### Routed metal, one color a layer, run 1

Scale bar: 20 um.
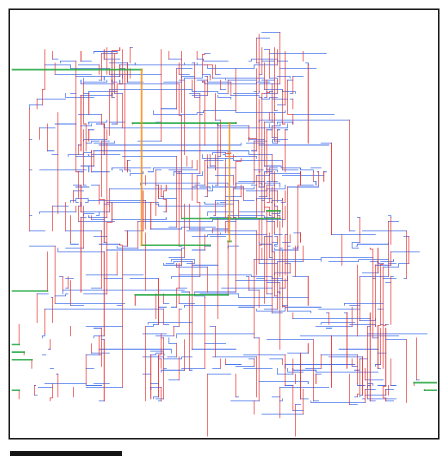
### Gate families picked out, run 1

Scale bar: 20 um.
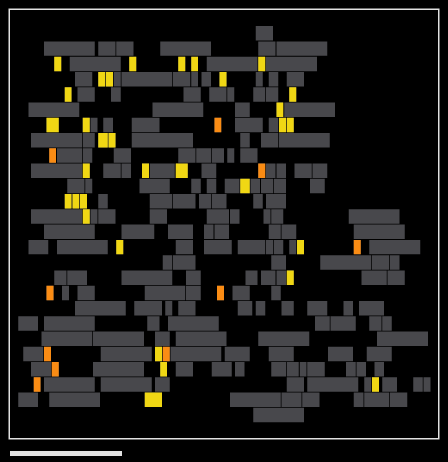
### Cells colored by class, run 1

Scale bar: 20 um. Fill, decap, tap and diode cells in gray.
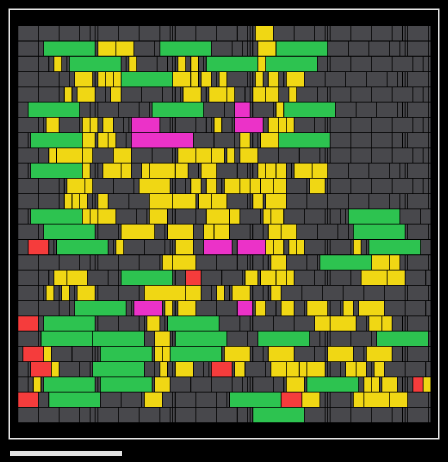
Design soc_top, sky130hd; sources not shown.
==> run_results.csv, run 1 <==
group,metric,value,unit
run_status,status,"finished clean",
synthesis,synth_flops,38,
detailed_routing,first_iter_violations,78,
synthesis,yosys_warnings,0,
placed_design,place_inst,287,
floorplan,die_area,5810,um2
synthesis,mux_area_share,0.990,%
synthesis,synth-edff-count,0,
placed_design,gp_congestion,0.770,
clock_network,postCtsHoldBufs,0,
synthesis,fp_nets,237,
clock_network,clkTransAtPathRegs,0.08,ns
sta,final_hold_viol_count,0,
clock_network,cts_tree,"done",
setup_path,end_kind,"flip-flop",
synthesis,synth_cell_types,48,
clock_network,clkSinkCount,38,
final_layout,drive_gt1_share,10.2,%
placed_design,port_buffers,8,
sta,fin_crit,3.16,ns
clock_network,numCtsBuffers,5,
setup_path,cp.required,3.96,ns
sta,fin_hold_ws,0.354,ns
sta,finalCritPeriodShare,83.2,%
final_layout,layout_top_cells,"dfrtp_1 (38), nor2_1 (27), nand3_1 (15), nand2_1 (15)",
power_and_ir_drop,seq_power_share,49.3,%
synthesis,synth_area,2150,um2
synthesis,ys_sh_adder,6.40,%
synthesis,xor_area_share,11.4,%
final_layout,diodes,0,
synthesis,synthTopLogicFamily,"simple AND/OR/NAND/NOR gates",
sta,max_freq,316,MHz
clock_network,cts_buffer_depth,2,
sta,max_slew_margin,45.5,%
final_layout,syn_to_final_growth,9.60,%
final_layout,logic_area,1080,um2
synthesis,yosys.area.top_type_share,44.2,%
sta,clock_skew,0.00620,ns
detailed_routing,drc,0,
hold_path,holdPathStages,0,
floorplan,die_x,76.2,um
setup_path,slowest_delay,0.59,ns
setup_path,cpMaxStageDelayCell,"dfrtp_1",
power_and_ir_drop,p_comb_share,10.5,%
grt,grt_pass1_wl,7.02,mm
setup_path,crit_chain,"or2b_1 -> a21o_1 -> ha_1 -> ha_1 -> or2_2 -> o21ai_0 -> a22oi_1 -> a221o_1 -> o21ai_4 -> nor2_1",
grt,grt_usage,15.4,%
power_and_ir_drop,pg_clk,0.000347,W
setup_path,cp_data_arrival_time,3.32,ns
final_layout,regArea,951,um2
clock_network,cts_resized,0,
floorplan,core_util_floorplan,41.3,%
clock_network,post-cts-setup-buffers,0,
sta,worstMarginPinSlew,0.818,ns
synthesis,common_cells,"dfrtp_1 (38), nor2_1 (27), nand2_1 (15), nand3_1 (15)",
power_and_ir_drop,power,0.000861,W
placed_design,placed_cell_area,2240,um2
sta,slew_violations,0,
power_and_ir_drop,top_power_group,"registers",
sta,setup_violations,0,
power_and_ir_drop,comb-power,0.0000900,W
final_layout,fillers,528,
floorplan,io_pins,11,
flow_run,maxCapViolations,0,
sta,grt_setup_unrepaired,"false",
final_layout,fin_nets,242,
setup_path,critPathKind,"reg2reg",
power_and_ir_drop,power.switching_fraction,24.8,%
setup_path,worst-r2r-cell-count,10,
detailed_routing,dr_total_vias,1489,
setup_path,ff2ff_setup_slack,0.64,ns
power_and_ir_drop,power_frac_clock,40.3,%
synthesis,synthTopCellsByArea,"dfrtp_1 (44%), ha_1 (6.4%), xnor2_1 (5.7%)",
synthesis,synthAoiAreaFrac,11.5,%
clock_network,cts-root-buf,"clkbuf_8",
setup_path,critPathLaunchType,"flip-flop",
synthesis,top_cell,"dfrtp_1",
flow_run,warnings,27,
power_and_ir_drop,p_int,0.000647,W
detailed_routing,drt_pass1_iterations,4,
clock_network,cts_max_level,2,
power_and_ir_drop,p_seq,0.000424,W
floorplan,die_y,76.2,um
final_layout,largest_reg_flops,16,
clock_network,worst_skew_pair.late_latency,0.29,ns
grt,grt.overflow.total,0,
placed_design,dpl.hpwl,2.94,mm
floorplan,core,5200,um2
power_and_ir_drop,leakage,1.01,nW
synthesis,ys_cells,219,
hold_path,hp-class,"reg2reg",
synthesis,syn_inst,219,
placed_design,dp_slack,0.633,ns
grt,antenna_found_initial,0,
synthesis,ys_sh_simple,19.9,%
synthesis,postSynthSeqShare,44.2,%
detailed_routing,post_drt_via_cell_ratio,5.05,
power_and_ir_drop,power.density,365,nW/um2
synthesis,yosys_area,2150,um2
synthesis,flop_cell,"dfrtp_1",
setup_path,cp_common_cell,"ha_1",
sta,fin_tns_setup,0,ns
setup_path,worstPathMaxFanout,18,
About 'Routed metal, one color a layer':
| layer | color | wire length |
|---|---|---|
| metal 3 | green | 110 um |
| metal 4 | orange | 52.4 um |
| metal 1 | blue | 1880 um |
| metal 2 | red | 1900 um |
final wirelength: 3.94 mm
wire per inst: 13.4 um

About 'Gate families picked out':
| family | color | cells | most used |
|---|---|---|---|
| NOR gates | yellow | 32 | nor2_1 |
| inverters | orange | 10 | inv_1 |
Comb/total area: 46.0%
fin cells: 295

About 'Cells colored by class':
| class | color | cells | share of their area |
|---|---|---|---|
| combinational and other logic | yellow | 170 | 49% |
| clock drivers and dummy loads | magenta | 8 | 5.0% |
| other buffers and delay cells | red | 9 | 3.6% |
| flops | green | 38 | 42% |
post-layout util: 45.3%
Final Cell Area: 2360 um2
Std-Cell Rows: 26

run 1: critical path, delay by kind of cell, from the launching register on:
family	cells	cell delay [ns]
fa+ha+maj	2	0.47
compound gates	5	1.22
simple gates	3	0.73
flops	1	0.59
run 1: metal layers:
layer | GRT usage [%] | wire, um | vias to the layer above
li1 | - | - | 746
met3 | 3.23 | 110 | 4
met5 | 0 | 0 | -
met1 | 19.1 | 1880 | 721
met4 | 6.15 | 52 | 0
met2 | 25.9 | 1900 | 18
run 1: layout make-up:
class,count,area share (%)
multi-input combinational,160,46.0
sequential,38,40.4
tap,70,3.72
timing repair buffer,9,3.51
clock buffer,5,2.92
clock inverter,3,1.91
inverter,10,1.59
### Sequential cells colored by netlist name, run 1

Scale bar: 20 um.
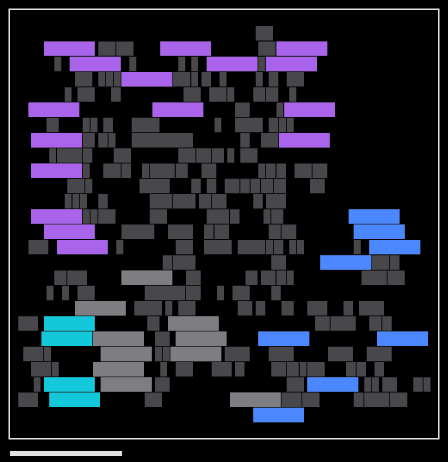

==> run 1 -> run 2 <==
- clock period: 3.8 -> 2.6 ns (I/O delays scaled with it)
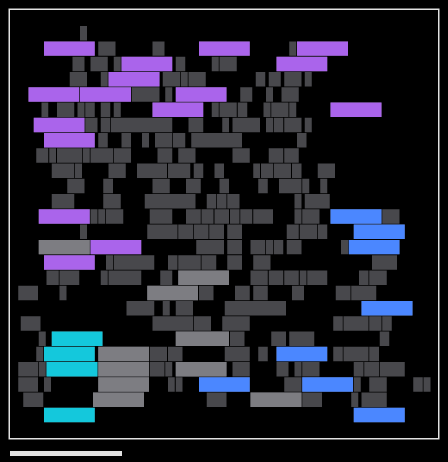
*Sequential cells colored by netlist name, run 2*
Scale bar: 20 um.
| netlist name | color | placed flops |
|---|---|---|
| pwm_cnt | blue | 8 |
| div_cnt | purple | 16 |
| btn_s1 | cyan | 4 |
post-layout util: 49.4%
P_seq: 0.000616 W
register area: 952 um2
sequential cell area share: 37.1%

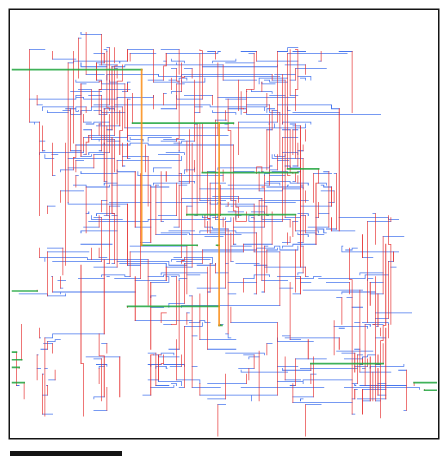
*Routed metal, one color a layer, run 2*
Scale bar: 20 um.
| layer | color | wire length |
|---|---|---|
| metal 3 | green | 138 um |
| metal 1 | blue | 1940 um |
| metal 4 | orange | 67.3 um |
| metal 2 | red | 1960 um |
final wirelength: 4.10 mm
routed vias: 1526
wire per inst: 13.3 um
gr usage total: 15.0%

==> run 2 against run 1 <==
Effect of this change: the run now ends with negative setup slack left; sequential power grew 45%; register-to-register slack lost 0.67 ns; sequential share of layout area shrank 3.3 points; via count grew 2.5%; worst setup slack lost 0.67 ns; non-clock buffer count grew 13; combinational power grew 120%; critical endpoint is now div_cnt[6]; largest cell class unchanged.
==> run_results.csv, run 2 <==
group,metric,value,unit
run_status,status,"finished, violations left",
run_status,violations,"negative setup slack",
placed_design,dp_slack,0.0293,ns
clock_network,clkTransAtPathRegs,0.08,ns
floorplan,core_util_floorplan,41.3,%
synthesis,flop_cell,"dfrtp_1",
hold_path,holdPathStages,0,
final_layout,final_cells,308,
setup_path,crit_chain,"or2b_1 -> a21o_1 -> ha_2 -> ha_4 -> or2_4 -> o21ai_2 -> a22oi_2 -> a221o_1 -> o21ai_4 -> clkbuf_16 -> nor2_1",
detailed_routing,drt_pass1_iterations,4,
detailed_routing,routed.top_layer,"met4",
floorplan,die_area,5810,um2
synthesis,postSynthSeqShare,44.2,%
clock_network,numCtsBuffers,5,
sta,final_hold_viol_count,0,
placed_design,dpl.hpwl,2.89,mm
grt,antenna_found_initial,0,
power_and_ir_drop,p_comb_share,13.7,%
final_layout,final_design_area_no_fill,2570,um2
sta,finalCritPeriodShare,101,%
setup_path,ff2ff_setup_slack,-0.03,ns
final_layout,largestClassByArea,"combinational gates",
detailed_routing,post_drt_via_cell_ratio,4.95,
power_and_ir_drop,seq_power_share,43.6,%
synthesis,yosys_warnings,0,
power_and_ir_drop,power.density,550,nW/um2
sta,grt_setup_unrepaired,"true",
final_layout,comb_area_share,44.5,%
clock_network,cts_buffer_depth,2,
clock_network,cts_max_level,2,
detailed_routing,wl_met3,138,um
power_and_ir_drop,power_frac_clock,42.7,%
grt,grt_pass1_wl,6.84,mm
sta,worstMarginPinSlew,0.829,ns
clock_network,cts-root-buf,"clkbuf_8",
final_layout,inverters,10,
synthesis,syn_inst,219,
flow_run,maxCapViolations,0,
clock_network,worst_skew_pair.late_latency,0.29,ns
setup_path,critPathLaunchType,"flip-flop",
final_layout,layout.non_clock_buffers,22,
synthesis,synth-edff-count,0,
floorplan,taps,70,
power_and_ir_drop,power,0.00141,W
setup_path,crit_buf_inv,1,
floorplan,die_y,76.2,um
synthesis,ys_cells,219,
sta,setup_violations,14,
final_layout,logic_area,1140,um2
sta,max_slew_margin,44.7,%
setup_path,critPathKind,"reg2reg",
power_and_ir_drop,comb-power,0.000194,W
grt,use_met2,24.1,%
placed_design,gp_congestion,0.832,
grt,top_usage_layer,"met2",
setup_path,cpMaxStageDelayCell,"dfrtp_2",
grt,use_met3,3.11,%
setup_path,slowest_delay,0.44,ns
power_and_ir_drop,pg_clk,0.000603,W
final_layout,layout_top_cells,"dfrtp_1 (37), nor2_1 (22), nand3_1 (15), nand2_1 (15)",
final_layout,comb_cells,160,
synthesis,synth_cell_types,48,
sta,max_freq,380,MHz
final_layout,nClkBuffers,5,
setup_path,cp.required,2.78,ns
power_and_ir_drop,leakage,1.10,nW
final_layout,syn_to_final_growth,19.5,%
synthesis,yosys_area,2150,um2
detailed_routing,route.met2.wl,1.96,mm
placed_design,port_buffers,8,
final_layout,fin_nets,255,
synthesis,common_cells,"dfrtp_1 (38), nor2_1 (27), nand2_1 (15), nand3_1 (15)",
flow_run,warnings,30,
setup_path,critical_path.top_delay_family,"AND-OR/OR-AND gates",
power_and_ir_drop,p_int,0.00108,W
detailed_routing,met1_length,1.94,mm
setup_path,end_kind,"flip-flop",
sta,clock_skew,0.00642,ns
sta,slew_violations,0,
sta,fin_tns_setup,-0.254,ns
power_and_ir_drop,power.switching_fraction,23.2,%
grt,grt.overflow.total,0,
sta,fin_crit,2.63,ns
detailed_routing,first_iter_violations,54,
floorplan,core,5200,um2
hold_path,hp-class,"reg2reg",
clock_network,cts_tree,"done",
floorplan,io_pins,11,
sta,setup_slack,-0.0330,ns
final_layout,largest_reg_flops,16,
floorplan,die_x,76.2,um
synthesis,synthTopCellsByArea,"dfrtp_1 (44%), ha_1 (6.4%), xnor2_1 (5.7%)",
final_layout,drive_gt1_share,19.7,%
final_layout,diodes,0,
setup_path,worst-r2r-cell-count,11,
final_layout,layout.nonclk_buf_share,8.18,%
sta,fin_hold_ws,0.353,ns
## run 2: cell counts after synthesis
Identical to the previous run, type by type.
## run 2: cell families (layout without fill, tap and decap cells)
kind of cell             Yosys count  after routing  synth area share, %
adder cells (fa/ha/maj)           11             11                 6.40
buffers and inverters             21             40                 5.36
multiplexers                       2              2                0.990
XOR/XNOR                          28             28                 11.4
AND-OR/OR-AND                     34             34                 11.5
AND/OR/NAND/NOR                   84             84                 19.9
other                              1              1                0.174
flip-flops                        38             38                 44.2
## run 2: what timing repair did
action                                  CTS  global route
setup buffers                             1             2
hold buffers                              0             0
gates resized                             1            13
endpoints found under the setup margin   17            17
cloned                                    0             1
pin swaps                                 0             6
Power figures rest on the tool's default switching activity, not on a simulated workload.
